**src/rtl/load_store_unit_if.sv**
```systemverilog
`default_nettype none
// +-------------------------------------------------------------------------+
// | Module   : load_store_unit_if                                           |
// | Brief    : Data-memory req/ready bus between the LSU and data memory.   |
// | Revision : 1.0  initial release                                         |
// +-------------------------------------------------------------------------+
interface load_store_unit_if #(
  parameter int ADDR_W = 32
);
  logic              mem_req;
  logic              mem_we;
  logic [ADDR_W-1:0] mem_addr;
  logic [31:0]       mem_wdata;
  logic [3:0]        mem_wstrb;
  logic              mem_ready;
  logic [31:0]       mem_rdata;

  // LSU side: issues requests, receives completion and read data
  modport master (
    output mem_req, mem_we, mem_addr, mem_wdata, mem_wstrb,
    input  mem_ready, mem_rdata
  );

  // Memory side: observes requests, answers with ready/rdata
  modport slave (
    input  mem_req, mem_we, mem_addr, mem_wdata, mem_wstrb,
    output mem_ready, mem_rdata
  );
endinterface
`default_nettype wire

```
**src/rtl/load_store_unit.sv**
```systemverilog
`default_nettype none
// +-------------------------------------------------------------------------+
// | Module   : load_store_unit                                              |
// | Brief    : MEM-stage load/store unit. One bus transaction per           |
// |            instruction, byte strobes, lane-replicated store data,       |
// |            sign-extended loads, misalign and bus-timeout flags.         |
// | Revision : 1.0  initial release                                         |
// +-------------------------------------------------------------------------+
module load_store_unit #(
  parameter int ADDR_W  = 32,
  parameter int TIMEOUT = 16
) (
  input  wire logic              clk,
  input  wire logic              rst,
  input  wire logic              valid_in,
  input  wire logic              mem_read_en,
  input  wire logic              mem_write_en,
  input  wire logic [1:0]        mem_size,
  input  wire logic [1:0]        load_size,
  input  wire logic [ADDR_W-1:0] addr,
  input  wire logic [31:0]       store_data,
  input  wire logic [4:0]        rd_in,
  input  wire logic              flush,
  load_store_unit_if.master      bus,
  output logic                   stall,
  output logic                   load_valid,
  output logic [31:0]            load_data,
  output logic [4:0]             load_rd,
  output logic                   misalign_err,
  output logic                   bus_err
);

  // Counter only has to reach TIMEOUT-1, then it saturates
  localparam int                  c_cnt_w   = (TIMEOUT > 2) ? $clog2(TIMEOUT) : 1;
  localparam logic [c_cnt_w-1:0]  c_cnt_last = c_cnt_w'(TIMEOUT - 1);
  localparam logic [c_cnt_w-1:0]  c_cnt_one  = c_cnt_w'(1);

  typedef enum logic [1:0] {
    S_IDLE = 2'd0,
    S_BUSY = 2'd1,
    S_RESP = 2'd2
  } state_t;

  state_t              r_state;
  state_t              w_state_nxt;
  logic [c_cnt_w-1:0]  r_cnt;
  logic                r_req;
  logic                r_we;
  logic [ADDR_W-1:0]   r_addr;
  logic [31:0]         r_wdata;
  logic [3:0]          r_wstrb;
  logic [4:0]          r_rd;
  logic [1:0]          r_lsize;
  logic [1:0]          r_boff;
  logic                r_is_load;
  logic                r_kill;

  logic                w_access;
  logic                w_misal;
  logic                w_issue;
  logic                w_done;
  logic                w_timeout;
  logic                w_load_ok;
  logic [3:0]          w_wstrb;
  logic [31:0]         w_wdata;
  logic [7:0]          w_lbyte;
  logic [15:0]         w_lhalf;
  logic [31:0]         w_ldata;

  assign bus.mem_req   = r_req;
  assign bus.mem_we    = r_we;
  assign bus.mem_addr  = r_addr;
  assign bus.mem_wdata = r_wdata;
  assign bus.mem_wstrb = r_wstrb;

  // Request qualification; a flushed slot never reaches the bus
  always_comb begin
    w_access = valid_in & (mem_read_en | mem_write_en);
    case (mem_size)
      2'b00:   w_misal = 1'b0;
      2'b01:   w_misal = addr[0];
      default: w_misal = |addr[1:0];
    endcase
    w_issue   = (r_state == S_IDLE) & w_access & ~w_misal & ~flush;
    w_done    = (r_state == S_BUSY) & bus.mem_ready;
    w_timeout = (r_state == S_BUSY) & ~bus.mem_ready & (r_cnt == c_cnt_last);
    w_load_ok = w_done & r_is_load & ~r_kill & ~flush;
  end

  // Store strobes and lane-replicated data; loads write no lanes
  always_comb begin
    w_wstrb = 4'b0000;
    w_wdata = 32'h0;
    if (mem_write_en) begin
      case (mem_size)
        2'b00: begin
          w_wstrb = 4'b0001 << addr[1:0];
          w_wdata = {4{store_data[7:0]}};
        end
        2'b01: begin
          w_wstrb = addr[1] ? 4'b1100 : 4'b0011;
          w_wdata = {2{store_data[15:0]}};
        end
        default: begin
          w_wstrb = 4'b1111;
          w_wdata = store_data;
        end
      endcase
    end
  end

  // Lane extraction and sign extension of the returned word
  always_comb begin
    w_lbyte = bus.mem_rdata[{r_boff, 3'b000} +: 8];
    w_lhalf = r_boff[1] ? bus.mem_rdata[31:16] : bus.mem_rdata[15:0];
    case (r_lsize)
      2'b00:   w_ldata = {{24{w_lbyte[7]}}, w_lbyte};
      2'b01:   w_ldata = {{16{w_lhalf[15]}}, w_lhalf};
      default: w_ldata = bus.mem_rdata;
    endcase
  end

  // State register
  always_ff @(posedge clk or posedge rst) begin
    if (rst) r_state <= S_IDLE;
    else     r_state <= w_state_nxt;
  end

  // Next state and pipeline stall
  always_comb begin
    w_state_nxt = r_state;
    stall       = 1'b0;
    case (r_state)
      S_IDLE: begin
        stall = w_access & ~w_misal & ~flush;
        if (w_issue) w_state_nxt = S_BUSY;
      end
      S_BUSY: begin
        stall = 1'b1;
        if (w_done | w_timeout) w_state_nxt = S_RESP;
      end
      default: w_state_nxt = S_IDLE;
    endcase
  end

  // Bus request, timeout counter, response pulses and held load result
  always_ff @(posedge clk or posedge rst) begin
    if (rst) begin
      r_cnt        <= '0;
      r_req        <= 1'b0;
      r_we         <= 1'b0;
      r_addr       <= '0;
      r_wdata      <= 32'h0;
      r_wstrb      <= 4'b0000;
      r_rd         <= 5'd0;
      r_lsize      <= 2'b00;
      r_boff       <= 2'b00;
      r_is_load    <= 1'b0;
      r_kill       <= 1'b0;
      load_valid   <= 1'b0;
      load_data    <= 32'h0;
      load_rd      <= 5'd0;
      misalign_err <= 1'b0;
      bus_err      <= 1'b0;
    end else begin
      misalign_err <= (r_state == S_IDLE) & w_access & w_misal & ~flush;
      bus_err      <= w_timeout;
      load_valid   <= w_load_ok;
      if (w_load_ok) begin
        load_data <= w_ldata;
        load_rd   <= r_rd;
      end
      case (r_state)
        S_IDLE: begin
          if (w_issue) begin
            r_cnt     <= '0;
            r_req     <= 1'b1;
            r_we      <= mem_write_en;
            r_addr    <= {addr[ADDR_W-1:2], 2'b00};
            r_wdata   <= w_wdata;
            r_wstrb   <= w_wstrb;
            r_rd      <= rd_in;
            r_lsize   <= load_size;
            r_boff    <= addr[1:0];
            r_is_load <= ~mem_write_en;
            r_kill    <= 1'b0;
          end
        end
        S_BUSY: begin
          if (flush) r_kill <= 1'b1;
          if (w_done | w_timeout) begin
            r_req   <= 1'b0;
            r_we    <= 1'b0;
            r_wstrb <= 4'b0000;
          end else if (r_cnt != c_cnt_last) begin
            r_cnt <= r_cnt + c_cnt_one;
          end
        end
        default: ;
      endcase
    end
  end

endmodule
`default_nettype wire

```
**src/flat_wrapper.sv**
```systemverilog
// flat-port wrapper written by rule: the top's interface ports become plain ports
module load_store_unit_flat 
#(
  parameter int ADDR_W  = 32,
  parameter int TIMEOUT = 16
)
  (clk, rst, valid_in, mem_read_en, mem_write_en, mem_size, load_size, addr, store_data, rd_in, flush, stall, load_valid, load_data, load_rd, misalign_err, bus_err, bus_mem_req, bus_mem_we, bus_mem_addr, bus_mem_wdata, bus_mem_wstrb, bus_mem_ready, bus_mem_rdata);
  load_store_unit_if #(.ADDR_W(ADDR_W)) bus_i ();
  input  wire logic clk;
  input  wire logic rst;
  input  wire logic valid_in;
  input  wire logic mem_read_en;
  input  wire logic mem_write_en;
  input  wire logic [1:0] mem_size;
  input  wire logic [1:0] load_size;
  input  wire logic [ADDR_W-1:0] addr;
  input  wire logic [31:0] store_data;
  input  wire logic [4:0] rd_in;
  input  wire logic flush;
  output logic stall;
  output logic load_valid;
  output logic [31:0] load_data;
  output logic [4:0] load_rd;
  output logic misalign_err;
  output logic bus_err;
  output wire logic [$bits(bus_i.mem_req)-1:0] bus_mem_req;
  output wire logic [$bits(bus_i.mem_we)-1:0] bus_mem_we;
  output wire logic [$bits(bus_i.mem_addr)-1:0] bus_mem_addr;
  output wire logic [$bits(bus_i.mem_wdata)-1:0] bus_mem_wdata;
  output wire logic [$bits(bus_i.mem_wstrb)-1:0] bus_mem_wstrb;
  input wire logic [$bits(bus_i.mem_ready)-1:0] bus_mem_ready;
  input wire logic [$bits(bus_i.mem_rdata)-1:0] bus_mem_rdata;
  assign bus_mem_req = bus_i.mem_req;
  assign bus_mem_we = bus_i.mem_we;
  assign bus_mem_addr = bus_i.mem_addr;
  assign bus_mem_wdata = bus_i.mem_wdata;
  assign bus_mem_wstrb = bus_i.mem_wstrb;
  assign bus_i.mem_ready = bus_mem_ready;
  assign bus_i.mem_rdata = bus_mem_rdata;
  load_store_unit #(.ADDR_W(ADDR_W), .TIMEOUT(TIMEOUT)) u_core (.clk(clk), .rst(rst), .valid_in(valid_in), .mem_read_en(mem_read_en), .mem_write_en(mem_write_en), .mem_size(mem_size), .load_size(load_size), .addr(addr), .store_data(store_data), .rd_in(rd_in), .flush(flush), .bus(bus_i), .stall(stall), .load_valid(load_valid), .load_data(load_data), .load_rd(load_rd), .misalign_err(misalign_err), .bus_err(bus_err));
endmodule
```
**config.mk**
```make
export PLATFORM = sky130hd
export DESIGN_NAME = load_store_unit_flat
export DESIGN_NICKNAME = d
export VERILOG_FILES = /design/src/rtl/load_store_unit_if.sv /design/src/rtl/load_store_unit.sv /design/src/flat_wrapper.sv
export SDC_FILE = /design/constraint.sdc
export NUM_CORES = 1
export LEC_CHECK = 0
export ABC_AREA = 1
export CAP_MARGIN = 20
export CORE_UTILIZATION = 30
export CTS_CLUSTER_DIAMETER = 100
export CTS_CLUSTER_SIZE = 16
export DETAILED_ROUTE_END_ITERATION = 10
export PLACE_DENSITY = 0.61
export SKIP_LAST_GASP = 1
export SYNTH_ARGS = -nofsm -noshare
export SYNTH_HDL_FRONTEND = slang
export SYNTH_SLANG_ARGS = --single-unit
```
**constraint.sdc**
```tcl
create_clock -name clk -period 6.3 [get_ports clk]
set_clock_uncertainty 0.2 [all_clocks]
set_input_delay 1.26 -clock clk [delete_from_list [all_inputs] [get_ports clk]]
set_output_delay 1.26 -clock clk [all_outputs]
set_load 0.01 [all_outputs]
```
Run 1, routed metal, one colour a layer:
Scale: 2 px per um.
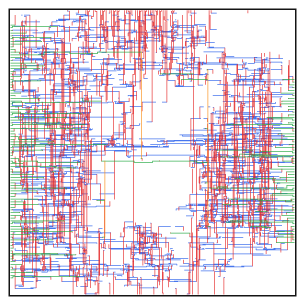
Red is metal 2, wire length 8340 um. Green is metal 3, wire length 1810 um. Orange is metal 4, wire length 169 um. Blue is metal 1, wire length 7960 um.

Run 1, routing congestion:
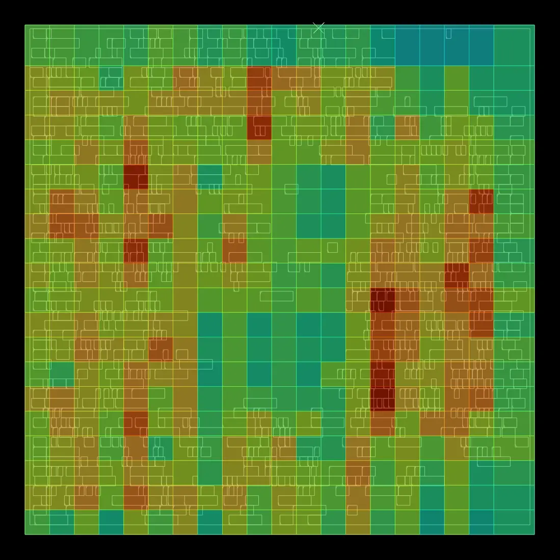
GR Util met1: 24.2%
DR WL/cell: 14.6 um
Total Routing Usage GR: 18.8%

Run 1, where the registers sit:
Scale: 2 px per um. Other sequential cells in the stronger grey, the rest of the logic in the fainter grey.
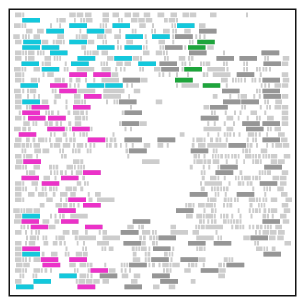
Green is `u_core.load_rd`, placed flops 5. Cyan is `u_core.bus.mem_addr`, placed flops 30. Magenta is `u_core.bus.mem_wdata`, placed flops 32.

==> out/qor.yml, run 1 <==
status: "finished with violations"
violations: "DRC"
ctsHoldBuffers: 0
ys_cells: 766
insertion_delay_ns: 0.41
dp_hpwl_um: 12600
wl_met3_um: 1810
clockBufferDepth: 2
cp_max_fo: 10
io_pins: 223
finalCoreUtilization_pct: 45.6
clockRootBuffer: "clkbuf_16"
final_layout_top_logic_cell: "nand2_1"
vias: 5528
antenna_found_initial: 0
cap_violations: 0
hold_viol: 0
rsz0062_at_grt: "no"
rows: 51
ir_drop_uv: 185
setup_viol: 0
holdWs_ns: 0.270
p_leak_nw: 4.18
edf_count: 0
die_height_um: 142
die_width_um: 142
fin_ws_ns: 1.81
grt_pass1_wl_um: 29000
htree_levels: 4
place_area_um2: 8240
timing_worst_setup_path_type: "input pin to output pin"
async_reset_ff_share_pct: 100
antenna_left: 0
core_um2: 19400
cts_tree: "built"
max_slew_margin_pct: 35.9
place_congestion: 0.784
grt_overflow: 0
post_cts_buffers: 0
numSynthFlops: 125
portBuffers: 220
chipArea_um2: 20300
drive_above_1_share_pct: 6.79
critPathArrivalTime_ns: 3.03
fp_util_pct: 30.5
layout_min_cycle_time_ns: 4.49
area_growth_pct: 49.3
timing.final.crit_share_pct: 71.2
cp-end-kind: "output pin"
r2r_slack_ns: 3.62
worst_pin_slew_ns: 0.962
syn-cell-area_um2: 5920
wl_met1_um: 7960
final_area_um2: 8840
ys_chip_area_um2: 5920
power_density_nw_per_um2: 370
lay_top_cells: "321 x nand2_1, 220 x clkdlybuf4s50_1, 125 x dfrtp_1"
numCtsBuffers: 17
cts.sinks: 125
first_global_vias: 5338
drc: 2
wirelength_um: 18300
finalPower_mw: 3.27
grt_max_degree: 85
path_clk_slew_ns: 0.06
ys_seq_share_pct: 52.8
wl_met2_um: 8340
dp_slack_ns: 1.78
layoutNonFillerInstCount: 1252
timing.fmax_mhz: 223
synth_area_per_cell_um2: 7.73
yosysUniqueCellTypes: 33
warning_count: 26
drtIter0Drc: 292
avgViaCountPerCell: 4.42
crit_path_start_kind: "input pin"
first_pass_iters: 8
maxSlewViolCount: 0
layout.nets: 1087
post_cts_resized: 0
route.top_layer_used: "met4"
syn_inst: 766
n_antenna_cell: 0
crit_required_ns: 4.84
yosys_most_used_dff: "dfrtp_1"
dp.cells: 1219
hold_class: "register to register"
setup_tns_ns: 0
yosysWarningCount: 0
run 1: routing by layer:
metal,track usage (%),vias to the layer above
met1,24.2,2536
met5,0,-
met2,29.4,213
met4,5.83,0
li1,-,2768
met3,6.76,11
run 1: cell type report:
| cell class | instances | area (um^2) |
|---|---|---|
| clock buffer | 19 | 443 |
| clock inverter | 13 | 131 |
| fill | 1967 | 10600 |
| inverter | 50 | 190 |
| multi-input combinational | 555 | 2360 |
| sequential | 125 | 3130 |
| tap | 265 | 332 |
| timing repair buffer | 225 | 2260 |
run 1: final timing paths:
kind	depth (start not counted)	to	startpoint
worst min-delay path	2	u_core.bus.mem_wstrb[0]	u_core.bus.mem_wstrb[0]
worst max-delay path	7	stall	mem_size[1]
worst max register to register	7	u_core.r_lsize[0]	u_core.r_state[0]
min in group asynchronous	2	u_core.bus.mem_addr[3]	rst
max in group asynchronous	3	u_core.load_data[28]	rst
worst min register to register	2	u_core.bus.mem_wstrb[0]	u_core.bus.mem_wstrb[0]
run 1: where the power goes:
part           internal (mW)  total [mW]  switching [mW]
Sequential              1.05        1.20           0.155
Combinational          0.601        1.10           0.500
Clock                  0.563       0.968           0.404
Total                   2.21        3.27            1.06
run 1: worst max-delay path, stage by stage:
cell	delay, ns
clkdlybuf4s50_1	0.59
nor2_4	0.32
inv_2	0.05
nand2_2	0.10
nand3_4	0.09
nand2_4	0.08
clkdlybuf4s50_1	0.53
run 1: flip-flops by register name, summed over array words and instances, names as in the netlist, 2 cells and up:
signal,flops
u_core.r_rd,5
u_core.r_boff,2
u_core.r_cnt,4
u_core.load_rd,5
u_core.r_state,2
u_core.bus.mem_wstrb,4
u_core.bus.mem_wdata,32
u_core.load_data,32
u_core.bus.mem_addr,30
u_core.r_lsize,2
run 1: cells by family after synthesis:
family,after synthesis,share of synthesized area (%)
and+or+nand+nor,495,34.1
DFF,125,52.8
buffers and inverters,87,7.48
AOI/OAI and AO/OA,55,4.99
adders and majority gates,1,0.211
other,1,0.0633
xor gates and xnor gates,1,0.148
muxes,1,0.169
run 1: Yosys cell counts, types with 2 or more instances:
| library cell | instances | area share (%) |
|---|---|---|
| a21oi_1 | 11 | 0.93 |
| buf_1 | 2 | 0.13 |
| buf_2 | 11 | 0.93 |
| buf_4 | 5 | 0.63 |
| buf_6 | 11 | 2.1 |
| clkbuf_1 | 7 | 0.44 |
| dfrtp_1 | 125 | 53 |
| inv_1 | 47 | 3.0 |
| inv_2 | 2 | 0.13 |
| nand2_1 | 321 | 20 |
| nand2_2 | 4 | 0.42 |
| nand3_1 | 28 | 2.4 |
| nand4_1 | 7 | 0.74 |
| nor2_1 | 109 | 6.9 |
| nor2_2 | 3 | 0.32 |
| nor2_4 | 3 | 0.57 |
| nor3_1 | 2 | 0.17 |
| o211ai_1 | 6 | 0.76 |
| o21ai_0 | 28 | 2.4 |
| o21ai_1 | 8 | 0.68 |
| or2_2 | 14 | 1.5 |
==> inputs of run 2 (changes only) <==
PLACE_DENSITY = 0.63   (was 0.61)
clock period = 3.8 ns   (was 6.3 ns; I/O delays follow)
Run 2, where the registers sit:
Scale: 2 px per um. Other sequential cells in the stronger grey, the rest of the logic in the fainter grey.
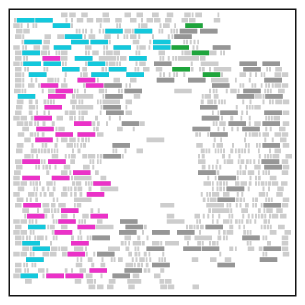
Cyan is `u_core.bus.mem_addr`, placed flops 30. Magenta is `u_core.bus.mem_wdata`, placed flops 32. Green is `u_core.load_rd`, placed flops 5.
Another 58 sequential cells are not coloured.

Run 2, routing congestion:
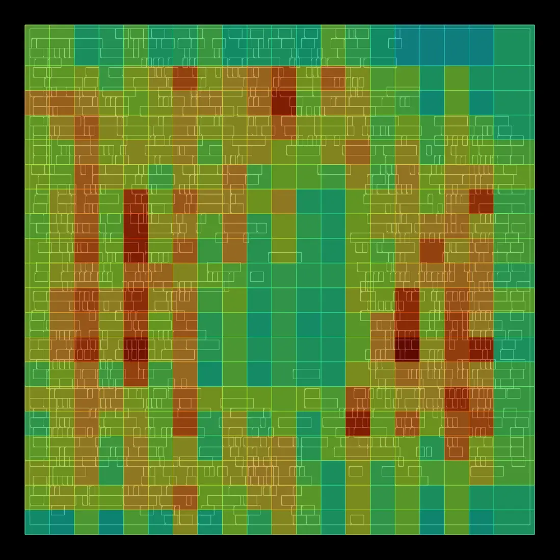
DR WL/cell: 14.3 um
M2 GR Usage: 29.8%
GRT Max-Usage Layer: met2
M3 GR Usage: 7.13%
GR Util met1: 22.6%

==> out/qor.yml, run 2 <==
worst_r2r_endpoint: "u_core.bus.mem_wdata[27]"  # was u_core.r_lsize[0]
drc: 0  # was 2
grt_max_degree: 71  # was 85
cts_tree: "built"  # unchanged
timing.fmax_mhz: 304
timing.final.crit_share_pct: 86.6
vias: 5567  # was 5528
switching_share_pct: 32.7  # was 32.4%
layoutNonFillerInstCount: 1259  # was 1252
wirelength_um: 18100  # was 18300 um
clockBufferDepth: 2  # unchanged
final_area_um2: 8920  # was 8840 um^2
seqPwrFrac_pct: 36.1  # was 36.7%
warning_count: 26  # unchanged
place_congestion: 0.852  # was 0.784
hold_end: "u_core.bus.mem_wstrb[2]"  # was u_core.bus.mem_wstrb[0]
numSynthFlops: 125  # unchanged
min_from: "u_core.bus.mem_wstrb[2]"  # was u_core.bus.mem_wstrb[0]
portBuffers: 220  # unchanged
ir_drop_uv: 278  # was 185 uV
max_slew_margin_pct: 50.6  # was 35.9%
cp_max_fo: 7  # was 10
syn_inst: 766  # unchanged
hold_viol: 0  # unchanged
setup_tns_ns: 0  # unchanged
numCtsBuffers: 17  # unchanged
r2r_slack_ns: 1.51  # was 3.62 ns
n_antenna_cell: 0  # unchanged
synth_area_leader_cell: "dfrtp_1"  # unchanged
status: "complete, no violations"  # was finished with violations
top_cells_by_area: "dfrtp_1 53%, nand2_1 20%, nor2_1 6.9%"  # unchanged
p_leak_nw: 4.24  # was 4.18 nW
layout.area.comb_um2: 2360  # unchanged
top_cell: "nand2_1"  # unchanged
cp-end-kind: "output pin"  # unchanged
avgViaCountPerCell: 4.42  # about the same
drtIter0Drc: 313  # was 292
synth_area_per_cell_um2: 7.73  # unchanged
clock_power_share_pct: 29.9  # was 29.6%
layout_min_cycle_time_ns: 3.29
holdWs_ns: 0.268  # was 0.270 ns
path_clk_slew_ns: 0.06  # about the same
syn-cell-area_um2: 5920  # unchanged
seqCellArea_um2: 3130  # unchanged
htree_levels: 4  # unchanged
io_pins: 223  # unchanged
crit_required_ns: 2.84  # was 4.84 ns
lay_top_cells: "321 x nand2_1, 220 x clkdlybuf4s50_1, 125 x dfrtp_1"  # unchanged
area_growth_pct: 50.7  # was 49.3%
power_density_nw_per_um2: 611  # was 370 nW/um^2
layout.nets: 1094  # was 1087
finalCoreUtilization_pct: 46.0  # was 45.6%
dp_slack_ns: 0.488  # was 1.78 ns
maxSlewViolCount: 0  # unchanged
setup_viol: 0  # unchanged
chipArea_um2: 20300  # unchanged
yosys_most_used_dff: "dfrtp_1"  # unchanged
first_pass_iters: 7  # was 8
die_width_um: 142  # unchanged
die_height_um: 142  # unchanged
final_layout_top_logic_cell: "nand2_1"  # unchanged
r2r_start: "u_core.r_state[0]"  # unchanged
hold_class: "register to register"  # unchanged
async_reset_ff_share_pct: 100  # unchanged
grt_pass1_wl_um: 28800  # was 29000 um
fin_ws_ns: 0.510  # was 1.81 ns
grt_use_total_pct: 18.5  # was 18.8%
timing_worst_setup_path_type: "input pin to output pin"  # unchanged
grt_overflow: 0  # unchanged
worst_pin_slew_ns: 0.740  # was 0.962 ns
ys_chip_area_um2: 5920  # unchanged
crit_path_start_kind: "input pin"  # unchanged
hold_path_depth: 2  # unchanged
ctsHoldBuffers: 0  # unchanged
rsz0062_at_grt: "no"  # unchanged
insertion_delay_ns: 0.41  # about the same
rows: 51  # unchanged
run 2: logic make-up after synthesis:
family	after synthesis	synth area share [%]
buffers and inverters	87	7.48
xor gates and xnor gates	1	0.148
and+or+nand+nor	495	34.1
adders and majority gates	1	0.211
DFF	125	52.8
other	1	0.0633
AOI/OAI and AO/OA	55	4.99
muxes	1	0.169
run 2: area by class of cell:
class                           instances  share of cell area, %
Multi-Input combinational cell        555                   26.4
Clock buffer                           18                   4.92
Tap cell                              265                   3.72
Inverter                               50                   2.15
Clock inverter                         14                   1.60
Sequential cell                       125                   35.1
Timing Repair Buffer                  232                   26.1
run 2: worst max-delay path by stage:
stage | startpoint | end | slack [ns] | cells after the start
2_1_floorplan | rst | u_core.bus.mem_addr[10] | 1.30 | 1
3_3_place_gp | mem_size[1] | stall | 0.49 | 7
3_5_place_dp | mem_size[1] | stall | 0.49 | 7
4_1_cts | mem_size[1] | stall | 0.48 | 7
5_1_grt | mem_size[1] | stall | 0.42 | 7
6_report | mem_size[1] | stall | 0.51 | 7
run 2: critical path, cell delays in order:
cell,delay [ns]
clkdlybuf4s50_1,0.56
nor2_4,0.18
inv_2,0.04
nand2_2,0.10
nand3_4,0.08
nand2_4,0.08
clkdlybuf4s50_1,0.53
run 2: layer usage:
layer,global-route usage [%],up-vias,routed length [um]
met5,0,-,0
met4,6.17,0,275
met3,7.13,22,1980
met2,29.8,242,8170
met1,22.6,2519,7630
li1,-,2784,-
run 2: power groups by stage:
stage          Sequential [mW]  Clock [mW]  Combinational [mW]
2_1_floorplan             2.13           0               0.657
3_3_place_gp              1.98           0                1.86
3_5_place_dp              1.99           0                1.88
4_1_cts                   1.97        1.67                1.88
5_1_grt                   2.02        1.73                2.05
6_report                  1.97        1.63                1.86
==> inputs of run 3 (changes only) <==
CORE_UTILIZATION = 40   (was 30)
PLACE_DENSITY = 0.8   (was 0.63)
clock period = 2.65 ns   (was 3.8 ns; I/O delays follow)
Run 3, routed clock nets over the placement:
Scale: 3 px per um.
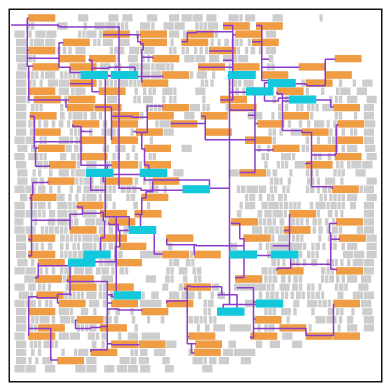
Cyan is clock drivers, count 17. Purple is clock wires, length 1650 um. Orange is flip-flops, count 125.
Position of the flops: widely spread. There are 18 routed clock nets.

Run 3, routed metal, one colour a layer:
Scale: 2 px per um.
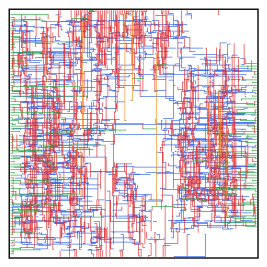
Vias: 5725
DR WL/cell: 14.6 um
final WL: 17300 um

==> out/qor.yml, run 3 <==
status: "complete, no violations"  # unchanged
die_width_um: 124  # was 142 um
r2r_start: "u_core.r_state[0]"  # unchanged
yosysTopAreaCellShare_pct: 52.8  # unchanged
rsz0062_at_grt: "no"  # unchanged
yosys_most_used_dff: "dfrtp_1"  # unchanged
maxSlewViolCount: 0  # unchanged
layoutNonFillerInstCount: 1184  # was 1259
syn_inst: 766  # unchanged
lay_top_cells: "321 x nand2_1, 218 x clkdlybuf4s50_1, 125 x dfrtp_1"  # was 321 x nand2_1, 220 x clkdlybuf4s50_1, 125 x dfrtp_1
ys_top_cells_by_count: "321 x nand2_1, 125 x dfrtp_1, 109 x nor2_1, 47 x inv_1"  # unchanged
setup_viol: 0  # unchanged
async_reset_ff_share_pct: 100  # unchanged
hold_viol: 0  # unchanged
portBuffers: 220  # unchanged
cap_violations: 0  # unchanged
timing_worst_setup_path_type: "input pin to output pin"  # unchanged
critPathArrivalTime_ns: 1.72  # was 2.33 ns
clockRootBuffer: "clkbuf_16"  # unchanged
grt_max_degree: 126  # was 71
cp-end-kind: "output pin"  # unchanged
worst_r2r_endpoint: "u_core.bus.mem_wdata[26]"  # was u_core.bus.mem_wdata[27]
htree_levels: 4  # unchanged
chipArea_um2: 15300  # was 20300 um^2
warning_count: 28  # was 26
min_from: "u_core.bus.mem_wstrb[3]"  # was u_core.bus.mem_wstrb[2]
clockBufferDepth: 2  # unchanged
core_um2: 14500  # was 19400 um^2
path_clk_slew_ns: 0.05  # was 0.06 ns
cts_tree: "built"  # unchanged
ir_drop_uv: 448  # was 278 uV
numCtsBuffers: 17  # unchanged
dp.cells: 1153  # was 1227
n_antenna_cell: 0  # unchanged
wl_met3_um: 1750  # was 1980 um
hold_path_depth: 2  # unchanged
ys_cells: 766  # unchanged
cts.sinks: 125  # unchanged
ys_seq_share_pct: 52.8  # unchanged
timing.fmax_mhz: 408
cp_max_fo: 2  # was 7
synth_area_per_cell_um2: 7.73  # unchanged
top_cells_by_area: "dfrtp_1 53%, nand2_1 20%, nor2_1 6.9%"  # unchanged
cpMostUsedCell: "nand2_1"  # was clkdlybuf4s50_1
max_slew_margin_pct: 53.8  # was 50.6%
layout.area.comb_um2: 2360  # about the same
worst_pin_slew_ns: 0.693  # was 0.740 ns
slowest_delay_ns: 0.53  # was 0.56 ns
synth_area_leader_cell: "dfrtp_1"  # unchanged
antenna_found_initial: 0  # unchanged
grt_pass1_wl_um: 26800  # was 28800 um
fp_util_pct: 40.9  # was 30.5%
syn-cell-area_um2: 5920  # unchanged
wl_met2_um: 8040  # was 8170 um
first_global_vias: 5505  # was 5483
wl_met1_um: 6910  # was 7630 um
crit_path_start_kind: "input pin"  # unchanged
drtIter0Drc: 470  # was 313
insertion_delay_ns: 0.41  # about the same
grt_overflow: 0  # unchanged
yosysUniqueCellTypes: 33  # unchanged
yosysWarningCount: 0  # unchanged
n_fill_cell: 1276  # was 1979
holdWs_ns: 0.272  # was 0.268 ns
drive_above_1_share_pct: 7.70  # was 7.55%
antenna_left: 0  # unchanged
path_buffers: 2  # was 3
avgViaCountPerCell: 4.84  # was 4.42
area_growth_pct: 49.9  # was 50.7%
power_density_nw_per_um2: 873  # was 611 nW/um^2
io_pins: 223  # unchanged
seqCellArea_um2: 3130  # unchanged
layout_min_cycle_time_ns: 2.45
hold_end: "u_core.bus.mem_wstrb[3]"  # was u_core.bus.mem_wstrb[2]
edf_count: 0  # unchanged
rows: 44  # was 51
setup_tns_ns: 0  # unchanged
path_cells: "clkdlybuf4s50_1, nand2_1, nand2_1, nand2_2, nand3_4, nand2_4, dlygate4sd2_1"  # was clkdlybuf4s50_1, nor2_4, inv_2, nand2_2, nand3_4, nand2_4, clkdlybuf4s50_1
numSynthFlops: 125  # unchanged
drc: 0  # unchanged
critical-path-top-delay-family: "buffers and inverters"  # unchanged
place_congestion: 0.859  # was 0.852
r2r_slack_ns: 0.58  # was 1.51 ns
first_pass_iters: 7  # unchanged
dp_hpwl_um: 12200  # was 12900 um
top_cell: "nand2_1"  # unchanged
final_layout_top_logic_cell: "nand2_1"  # unchanged
ys_chip_area_um2: 5920  # unchanged
hold_class: "register to register"  # unchanged
route.top_layer_used: "met4"  # unchanged
grt_use_total_pct: 23.2  # was 18.5%
die_height_um: 124  # was 142 um
critical_path.slowest_cell: "clkdlybuf4s50_1"  # unchanged
r2r_cells: 8  # unchanged
timing.final.crit_share_pct: 92.5
crit_required_ns: 1.92  # was 2.84 ns
post_cts_buffers: 0  # unchanged
layout.nets: 1101  # was 1094
p_leak_nw: 4.26  # was 4.24 nW
==> run 3: cell counts after synthesis <==
No cell type changed its count.
==> run 3: worst min-delay path, cell delays in order, from the launching register on <==
cell     delay, ns
dfrtp_1       0.34
nand2_1       0.05
nand2_1       0.04
==> run 3: repair_timing <==
action | CTS | global route
resized | 3 | 0
hold buffers | 0 | 0
setup endpoints to repair | 1 | 0
endpoints found under the hold margin | 0 | 0
==> run 3: how the worst max path moves through the flow <==
stage	startpoint	endpoint	cells after the start
2_1_floorplan	rst	u_core.bus.mem_addr[10]	1
3_3_place_gp	mem_write_en	stall	6
3_5_place_dp	mem_write_en	stall	6
4_1_cts	addr[1]	stall	7
5_1_grt	addr[1]	stall	7
6_report	addr[1]	stall	7
==> run 3: cells by family (layout without fill, tap and decap cells) <==
group / after synthesis / after routing / share of synthesized area, %
AND-OR/OR-AND: 55 / 55 / 4.99
XOR/XNOR: 1 / 1 / 0.148
adder cells (fa/ha/maj): 1 / 1 / 0.211
buffers and inverters: 87 / 320 / 7.48
flip-flops: 125 / 125 / 52.8
multiplexers: 1 / 1 / 0.169
other: 1 / 2 / 0.0633
AND/OR/NAND/NOR: 495 / 495 / 34.1
==> run 3: final cells by class <==
cell class                 instances  share of cell area (%)
timing repair buffer             239                    27.0
sequential                       125                    35.3
inverter                          50                    2.16
clock buffer                      25                    5.47
tap                              184                    2.59
multi-input combinational        555                    26.6
clock inverter                     6                   0.959
==> run 3: routing by layer <==
metal	track usage, %	vias up
li1	-	2791
met1	27.0	2615
met2	37.7	282
met3	8.56	37
met4	11.2	0
met5	0	-
==> run 3: power breakdown <==
| part | switching [mW] | total, mW | internal, mW |
|---|---|---|---|
| Clock | 0.801 | 2.25 | 1.45 |
| Combinational | 1.22 | 2.65 | 1.43 |
| Sequential | 0.350 | 2.84 | 2.49 |
| Total | 2.37 | 7.74 | 5.37 |
==> run 3: metrics by stage <==
stage / setup WS (ns) / area [um^2] / util (%) / power [mW]
floorplan: 0.381 / 5930 / - / 4.00
global placement: -0.0965 / 8300 / 57.3 / 5.46
detailed placement: -0.117 / 8300 / 57.3 / 5.53
CTS: 0.186 / 8870 / 61.3 / 7.81
global route: 0.134 / 8870 / 61.3 / 8.22
finish: 0.199 / 8870 / 61.3 / 7.74
Power is estimated from default activity; no workload was simulated.
